===== config.mk =====
export PLATFORM = sky130hd
export DESIGN_NAME = mc_rq_buffer
export DESIGN_NICKNAME = d
export VERILOG_FILES = /design/src/rtl/mc_rq_buffer_pkg.sv /design/src/rtl/mc_rq_buffer_sync_fifo.sv /design/src/rtl/mc_rq_buffer.sv
export SDC_FILE = /design/constraint.sdc
export NUM_CORES = 2
export LEC_CHECK = 0
export ABC_AREA = 1
export ABC_CLOCK_PERIOD_IN_PS = 12490
export CAP_MARGIN = 10
export CORE_MARGIN = 1
export CORE_UTILIZATION = 55
export CTS_CLUSTER_SIZE = 12
export DETAILED_ROUTE_END_ITERATION = 10
export GPL_ROUTABILITY_DRIVEN = 0
export HOLD_SLACK_MARGIN = 0.05
export PLACE_DENSITY = 0.72
export SYNTH_ARGS = -nofsm -noshare
export SYNTH_HDL_FRONTEND = slang
export SYNTH_SLANG_ARGS = --single-unit

===== constraint.sdc =====
create_clock -name clk -period 12.49 [get_ports clk]
set_input_delay 1.8735 -clock clk [delete_from_list [all_inputs] [get_ports clk]]
set_output_delay 1.8735 -clock clk [all_outputs]
set_load 0.05 [all_outputs]

===== src/rtl/mc_rq_buffer_pkg.sv =====
// mc_rq_buffer_pkg
//   Shared definitions for the core <-> memory-controller request path:
//   MC command / subcommand encodings (shared by phold and dummy_mc),
//   field widths, the request header struct and the output-slot state.
//   The rtnctl tag width is a parameter of the users, so it is kept out
//   of the header struct and appended by the module that stores entries.
package mc_rq_buffer_pkg;

  localparam int VADR_W = 48;
  localparam int DATA_W = 64;
  localparam int CMD_W  = 3;
  localparam int SCMD_W = 4;
  localparam int SIZE_W = 2;

  // MC commands
  localparam logic [CMD_W-1:0] MC_CMD_IDLE   = 3'd0;
  localparam logic [CMD_W-1:0] MC_CMD_RD     = 3'd1;
  localparam logic [CMD_W-1:0] MC_CMD_WR     = 3'd2;
  localparam logic [CMD_W-1:0] MC_CMD_ATOMIC = 3'd3;

  // MC subcommands
  localparam logic [SCMD_W-1:0] MC_SCMD_NONE    = 4'd0;
  localparam logic [SCMD_W-1:0] MC_SCMD_AMO_ADD = 4'd1;
  localparam logic [SCMD_W-1:0] MC_SCMD_AMO_XCH = 4'd2;
  localparam logic [SCMD_W-1:0] MC_SCMD_AMO_CAS = 4'd3;

  // Access sizes
  localparam logic [SIZE_W-1:0] MC_SIZE_1B = 2'd0;
  localparam logic [SIZE_W-1:0] MC_SIZE_2B = 2'd1;
  localparam logic [SIZE_W-1:0] MC_SIZE_4B = 2'd2;
  localparam logic [SIZE_W-1:0] MC_SIZE_8B = 2'd3;

  // Request header. vld is carried alongside flush so a flush-only entry
  // can be told apart from a request that also carries a flush.
  typedef struct packed {
    logic              vld;
    logic              flush;
    logic [CMD_W-1:0]  cmd;
    logic [SCMD_W-1:0] scmd;
    logic [VADR_W-1:0] vadr;
    logic [SIZE_W-1:0] size;
    logic [DATA_W-1:0] data;
  } mc_rq_hdr_t;

  localparam int HDR_W = $bits(mc_rq_hdr_t);

  // Output slot occupancy
  typedef enum logic {
    SLOT_EMPTY = 1'b0,
    SLOT_FULL  = 1'b1
  } slot_state_t;

endpackage


===== src/rtl/mc_rq_buffer_sync_fifo.sv =====
// sync_fifo
//   Single-clock FIFO, DEPTH x WIDTH. Pointers and count update on the
//   clock edge; the head entry is presented on rdata whenever not empty
//   so the consumer can load it in the same cycle it pops.
//   Ports:
//     clk, reset   clock, synchronous active-high reset
//     push, wdata  write request / data (ignored when full unless popping)
//     pop, rdata   read request / head entry (pop ignored when empty)
//     full, empty  status
//     count        entries held, 0..DEPTH
module sync_fifo #(
  parameter int WIDTH = 8,
  parameter int DEPTH = 16
) (
  input  logic                       clk,
  input  logic                       reset,
  input  logic                       push,
  input  logic [WIDTH-1:0]           wdata,
  input  logic                       pop,
  output logic [WIDTH-1:0]           rdata,
  output logic                       full,
  output logic                       empty,
  output logic [$clog2(DEPTH):0]     count
);

  localparam int AW = $clog2(DEPTH);
  localparam int CW = AW + 1;

  logic [WIDTH-1:0] mem [DEPTH];
  logic [AW-1:0]    wr_ptr;
  logic [AW-1:0]    rd_ptr;
  logic             do_push;
  logic             do_pop;

  assign full    = (count == CW'(DEPTH));
  assign empty   = (count == '0);
  // a push into a full FIFO is fine when the head leaves the same cycle
  assign do_push = push & (~full | pop);
  assign do_pop  = pop & ~empty;
  assign rdata   = mem[rd_ptr];

  // storage needs no reset; pointers define what is valid
  always_ff @(posedge clk) begin
    if (do_push) mem[wr_ptr] <= wdata;
  end

  always_ff @(posedge clk) begin
    if (reset) begin
      wr_ptr <= '0;
      rd_ptr <= '0;
      count  <= '0;
    end else begin
      // DEPTH is a power of two, so pointers wrap naturally
      if (do_push) wr_ptr <= wr_ptr + AW'(1);
      if (do_pop)  rd_ptr <= rd_ptr + AW'(1);
      case ({do_push, do_pop})
        2'b10:   count <= count + CW'(1);
        2'b01:   count <= count - CW'(1);
        default: count <= count;
      endcase
    end
  end

endmodule


===== src/rtl/mc_rq_buffer.sv =====
// mc_rq_buffer
//   Elastic request buffer between the core's memory-request port and one
//   MC port. Requests and flushes are queued in order in a FIFO and issued
//   from a registered output slot that holds while the MC stalls. The core
//   sees a registered stall early enough that STALL_SLACK more requests
//   still fit; anything beyond total capacity (DEPTH + slot) is dropped and
//   flagged on the sticky ovf_err.
//   Ports:
//     clk, reset        clock, synchronous active-high reset
//     up_rq_*           request / flush from the core, up_rq_stall back
//     mc_rq_*           request / flush to the MC, mc_rq_stall from the MC
//     occupancy         FIFO entries + slot entry, 0..DEPTH+1
//     ovf_err           set on a dropped enqueue, cleared only by reset
module mc_rq_buffer
  import mc_rq_buffer_pkg::*;
#(
  parameter int MC_RTNCTL_WIDTH = 32,
  parameter int DEPTH           = 16,
  parameter int STALL_SLACK     = 4
) (
  input  logic                       clk,
  input  logic                       reset,
  input  logic                       up_rq_vld,
  input  logic [CMD_W-1:0]           up_rq_cmd,
  input  logic [SCMD_W-1:0]          up_rq_scmd,
  input  logic [VADR_W-1:0]          up_rq_vadr,
  input  logic [SIZE_W-1:0]          up_rq_size,
  input  logic [MC_RTNCTL_WIDTH-1:0] up_rq_rtnctl,
  input  logic [DATA_W-1:0]          up_rq_data,
  input  logic                       up_rq_flush,
  output logic                       up_rq_stall,
  output logic                       mc_rq_vld,
  output logic [CMD_W-1:0]           mc_rq_cmd,
  output logic [SCMD_W-1:0]          mc_rq_scmd,
  output logic [VADR_W-1:0]          mc_rq_vadr,
  output logic [SIZE_W-1:0]          mc_rq_size,
  output logic [MC_RTNCTL_WIDTH-1:0] mc_rq_rtnctl,
  output logic [DATA_W-1:0]          mc_rq_data,
  output logic                       mc_rq_flush,
  input  logic                       mc_rq_stall,
  output logic [$clog2(DEPTH):0]     occupancy,
  output logic                       ovf_err
);

  localparam int OCC_W = $clog2(DEPTH) + 1;
  localparam logic [OCC_W-1:0] STALL_TH = OCC_W'(DEPTH + 1 - STALL_SLACK);

  typedef struct packed {
    mc_rq_hdr_t                 hdr;
    logic [MC_RTNCTL_WIDTH-1:0] rtnctl;
  } entry_t;

  entry_t           in_entry;
  entry_t           fifo_head;
  entry_t           slot_q;
  slot_state_t      state;
  slot_state_t      state_nxt;
  logic             slot_full;
  logic             slot_load;
  logic             accept;
  logic             enq;
  logic             enq_ok;
  logic             drop;
  logic             bypass;
  logic             fifo_push;
  logic             fifo_pop;
  logic             fifo_full;
  logic             fifo_empty;
  logic [OCC_W-1:0] fifo_count;
  logic [OCC_W-1:0] occ_next;

  // ---------------------------------------------------------------------
  // Enqueue side
  // ---------------------------------------------------------------------
  assign enq = up_rq_vld | up_rq_flush;

  always_comb begin
    in_entry            = '0;
    in_entry.hdr.vld    = up_rq_vld;
    in_entry.hdr.flush  = up_rq_flush;
    in_entry.hdr.cmd    = up_rq_cmd;
    in_entry.hdr.scmd   = up_rq_scmd;
    in_entry.hdr.vadr   = up_rq_vadr;
    in_entry.hdr.size   = up_rq_size;
    in_entry.hdr.data   = up_rq_data;
    in_entry.rtnctl     = up_rq_rtnctl;
  end

  assign slot_full = (state == SLOT_FULL);
  assign accept    = slot_full & ~mc_rq_stall;
  assign slot_load = ~slot_full | accept;

  // Whenever the FIFO holds anything the slot is full, so "FIFO full and
  // slot full" is exactly occupancy == DEPTH+1. An accept frees one place
  // in the same cycle, which makes enqueue-at-full legal then.
  assign drop      = enq & fifo_full & slot_full & ~accept;
  assign enq_ok    = enq & ~drop;
  // empty FIFO and a loadable slot: the new entry skips the FIFO
  assign bypass    = enq & fifo_empty & slot_load;
  assign fifo_pop  = slot_load & ~fifo_empty;
  assign fifo_push = enq_ok & ~bypass;

  sync_fifo #(
    .WIDTH ($bits(entry_t)),
    .DEPTH (DEPTH)
  ) u_fifo (
    .clk   (clk),
    .reset (reset),
    .push  (fifo_push),
    .wdata (in_entry),
    .pop   (fifo_pop),
    .rdata (fifo_head),
    .full  (fifo_full),
    .empty (fifo_empty),
    .count (fifo_count)
  );

  // ---------------------------------------------------------------------
  // Output slot: state register / next state / outputs
  // ---------------------------------------------------------------------
  always_ff @(posedge clk) begin
    if (reset) state <= SLOT_EMPTY;
    else       state <= state_nxt;
  end

  always_comb begin
    state_nxt = state;
    if (slot_load) state_nxt = (!fifo_empty || enq) ? SLOT_FULL : SLOT_EMPTY;
  end

  always_comb begin
    mc_rq_vld    = accept & slot_q.hdr.vld;
    mc_rq_flush  = accept & slot_q.hdr.flush;
    mc_rq_cmd    = slot_q.hdr.cmd;
    mc_rq_scmd   = slot_q.hdr.scmd;
    mc_rq_vadr   = slot_q.hdr.vadr;
    mc_rq_size   = slot_q.hdr.size;
    mc_rq_data   = slot_q.hdr.data;
    mc_rq_rtnctl = slot_q.rtnctl;
  end

  // Slot contents: FIFO head has priority so order is preserved; the
  // incoming entry is taken only through the bypass. Contents are left
  // alone when the slot drains, the strobes already mark them invalid.
  always_ff @(posedge clk) begin
    if (reset) begin
      slot_q <= '0;
    end else if (slot_load) begin
      if (!fifo_empty) slot_q <= fifo_head;
      else if (enq)    slot_q <= in_entry;
    end
  end

  // ---------------------------------------------------------------------
  // Occupancy, stall threshold, overflow
  // ---------------------------------------------------------------------
  assign occupancy = fifo_count + OCC_W'(slot_full);
  assign occ_next  = occupancy + OCC_W'(enq_ok) - OCC_W'(accept);

  always_ff @(posedge clk) begin
    if (reset) begin
      up_rq_stall <= 1'b0;
      ovf_err     <= 1'b0;
    end else begin
      up_rq_stall <= (occ_next >= STALL_TH);
      if (drop) ovf_err <= 1'b1;
    end
  end

endmodule


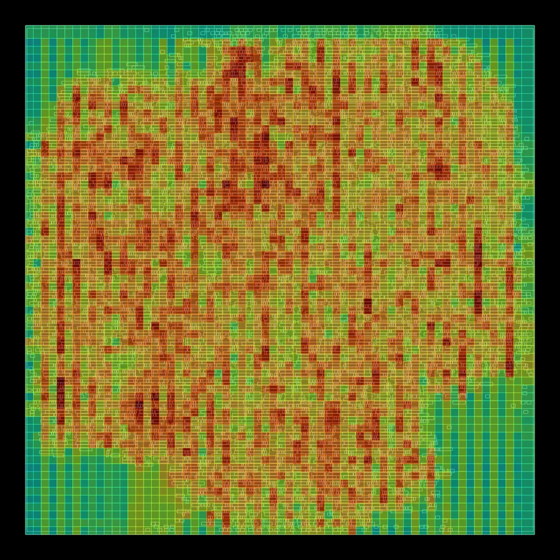
(track usage over the die)
routing usage on met2: 46.3%
Tot GR Track Use: 27.8%

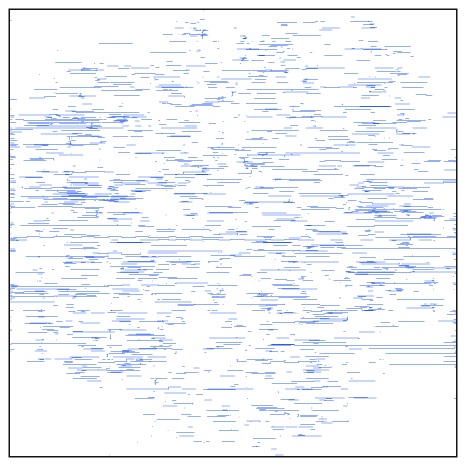
(met3 routing)
Drawn at 1 px/um.
main direction: horizontal
longest straight run: 161 um
nets with wire on the layer: 663

==> flow_summary.ini <==
; generated from flow reports
[status]
status = completed

[job]
log.warning_count = 137
maxCapViolCount = 0

[yosys]
logic_family = simple AND/OR/NAND/NOR gates
fp_nets = 9586
ys_cells = 9410
syn_area_per_cell_sq_um = 11.5
synth_area_sq_mm = 0.108
mux_area_share_pct = 0
post-synth-top-count-cell = edfxtp_1
post_synth_num_cell_types = 28
numSynthFlops = 2655
synthArstFlopShare_pct = 0
postSynthSeqShare_pct = 71.9
synth_warnings = 0
top_area_share_pct = 68.7
yosys.area_share.adder_pct = 0.222
syn_inst = 9410
yosys_area_sq_mm = 0.108
simple_gate_share_pct = 18.2
edf_count = 2480
top_cells_by_count = 2,480 x edfxtp_1, 2,472 x nand2_1, 1,546 x nand3_1
yosysTopAreaCell = edfxtp_1
ys_sh_xor_pct = 0.0727

[sta]
fin_ws_ns = 6.45
fin_tns_setup_ns = 0
holdWs_ns = 0.497
rsz0062_at_grt = false
timing.final.crit_share_pct = 48.4
tightest_slew_ns = 1.20
fmax_mhz = 166
period_minus_slack_ns = 6.04
hold_viol_final = 0
setup_viol = 0
skew_ns = 0.0461
slew_headroom_pct = 19.7
maxSlewViolCount = 0

[critical_path]
r2r_start = u_fifo.count[2]
cp-endpoint = u_fifo.mem[1][74]
cpPeakStageDelay_ns = 0.91
worstRegToRegCells = 8
slowest_stage = clkdlybuf4s50_1
crit_path_end_kind = flip-flop
path_buffers = 4
timing.rr.end = u_fifo.mem[1][74]
critPathLaunch = up_rq_vld
reg2reg_slack_ns = 7.35
path_depth = 9
critical_path_class = in2reg
cp_cell_sequence = clkdlybuf4s50_1, nor2_1, inv_1, nand2_1, nor2_2, nand2_1, nor2_4, buf_4, buf_4
worst_ep_required_time_ns = 13.00
crit_family = buffers and inverters
critPathMaxFanout = 48
worstSetupStartpointType = primary input
worst-endpoint-arrival_ns = 6.55

[layout]
nets = 9528
largestClassByArea = registers
comb_area_sq_mm = 0.0251
bufAreaShareNonClock_pct = 3.40
drive_gt1_share_pct = 5.47
antenna_cells = 11
final_core_util_pct = 61.5
nNonClkInverters = 344
design_area_sq_mm = 0.120
nMultiInputCombCells = 5658
lay_top_cells = 2,480 x edfxtp_1, 2,472 x nand2_1, 1,545 x nand3_1
nNonClkBuffers = 406
final_cells = 12200
flop-count = 2655
num-clock-buffers = 422
largest_reg_flops = 2480
syn2layout_area_growth_pct = 10.8
flop_area_sq_mm = 0.0780
comb_share_pct = 20.9
sh_seq_area_pct = 64.9
top_register = u_fifo.mem
clock_area_share_pct = 6.87

[route]
routed.top_layer = met5
wl_met2_mm = 136
firstDrtPassIters = 7
detail-route-antenna-nets = 0
drc_errors = 0
drt-met1-wl_mm = 108
drtIter0Drc = 7933
vias = 71400
viasPerCell = 5.87
totalWireLength_mm = 279

[pwr]
top_power_group = sequential cells
clockPowerShare_pct = 27.9
leakage_nw = 43.2
power.density_mw_per_mm2 = 229
pg_seq_mw = 11.0
p_seq_share_pct = 40.1
total_power_mw = 27.5
p_sw_mw = 10.0
pwr-share-comb_pct = 32.1
p_sw_share_pct = 36.4
pg_comb_mw = 8.82
peakVddDrop_uv = 253
p_clk_mw = 7.66

[placed_design]
post_dp_cell_area_sq_mm = 0.112
post-place-ws_ns = 5.51
numPortBuffers = 319
placed_cells = 11700
dpl.hpwl_mm = 136

[clocking]
post_cts_resized = 0
cts_max_level = 5
cts_buffers = 287
clock_latency_ns = 0.92
cts_tree = done
clockBufferDepth = 4
cts_root_buf = clkbuf_16
cts.sinks = 2655

[floorplanning]
die_area_sq_mm = 0.199
boundaryPins = 320
taps = 2624
die_h_um = 446
core.rowCount = 162
fp-utilization_pct = 55.5
fp.dieW_um = 446

[global_routing]
use_met3_pct = 4.49
use_met1_pct = 36.1
first_global_vias = 69500
busiest_layer = met2
grt_pass1_wl_mm = 420
grt_max_degree = 278
antenna_found_initial = 28
grt_overflow = 0

[min_path]
hold_start = ovf_err
min_to = ovf_err
min_path_type = reg2reg
Power is estimated from default activity; no workload was simulated.
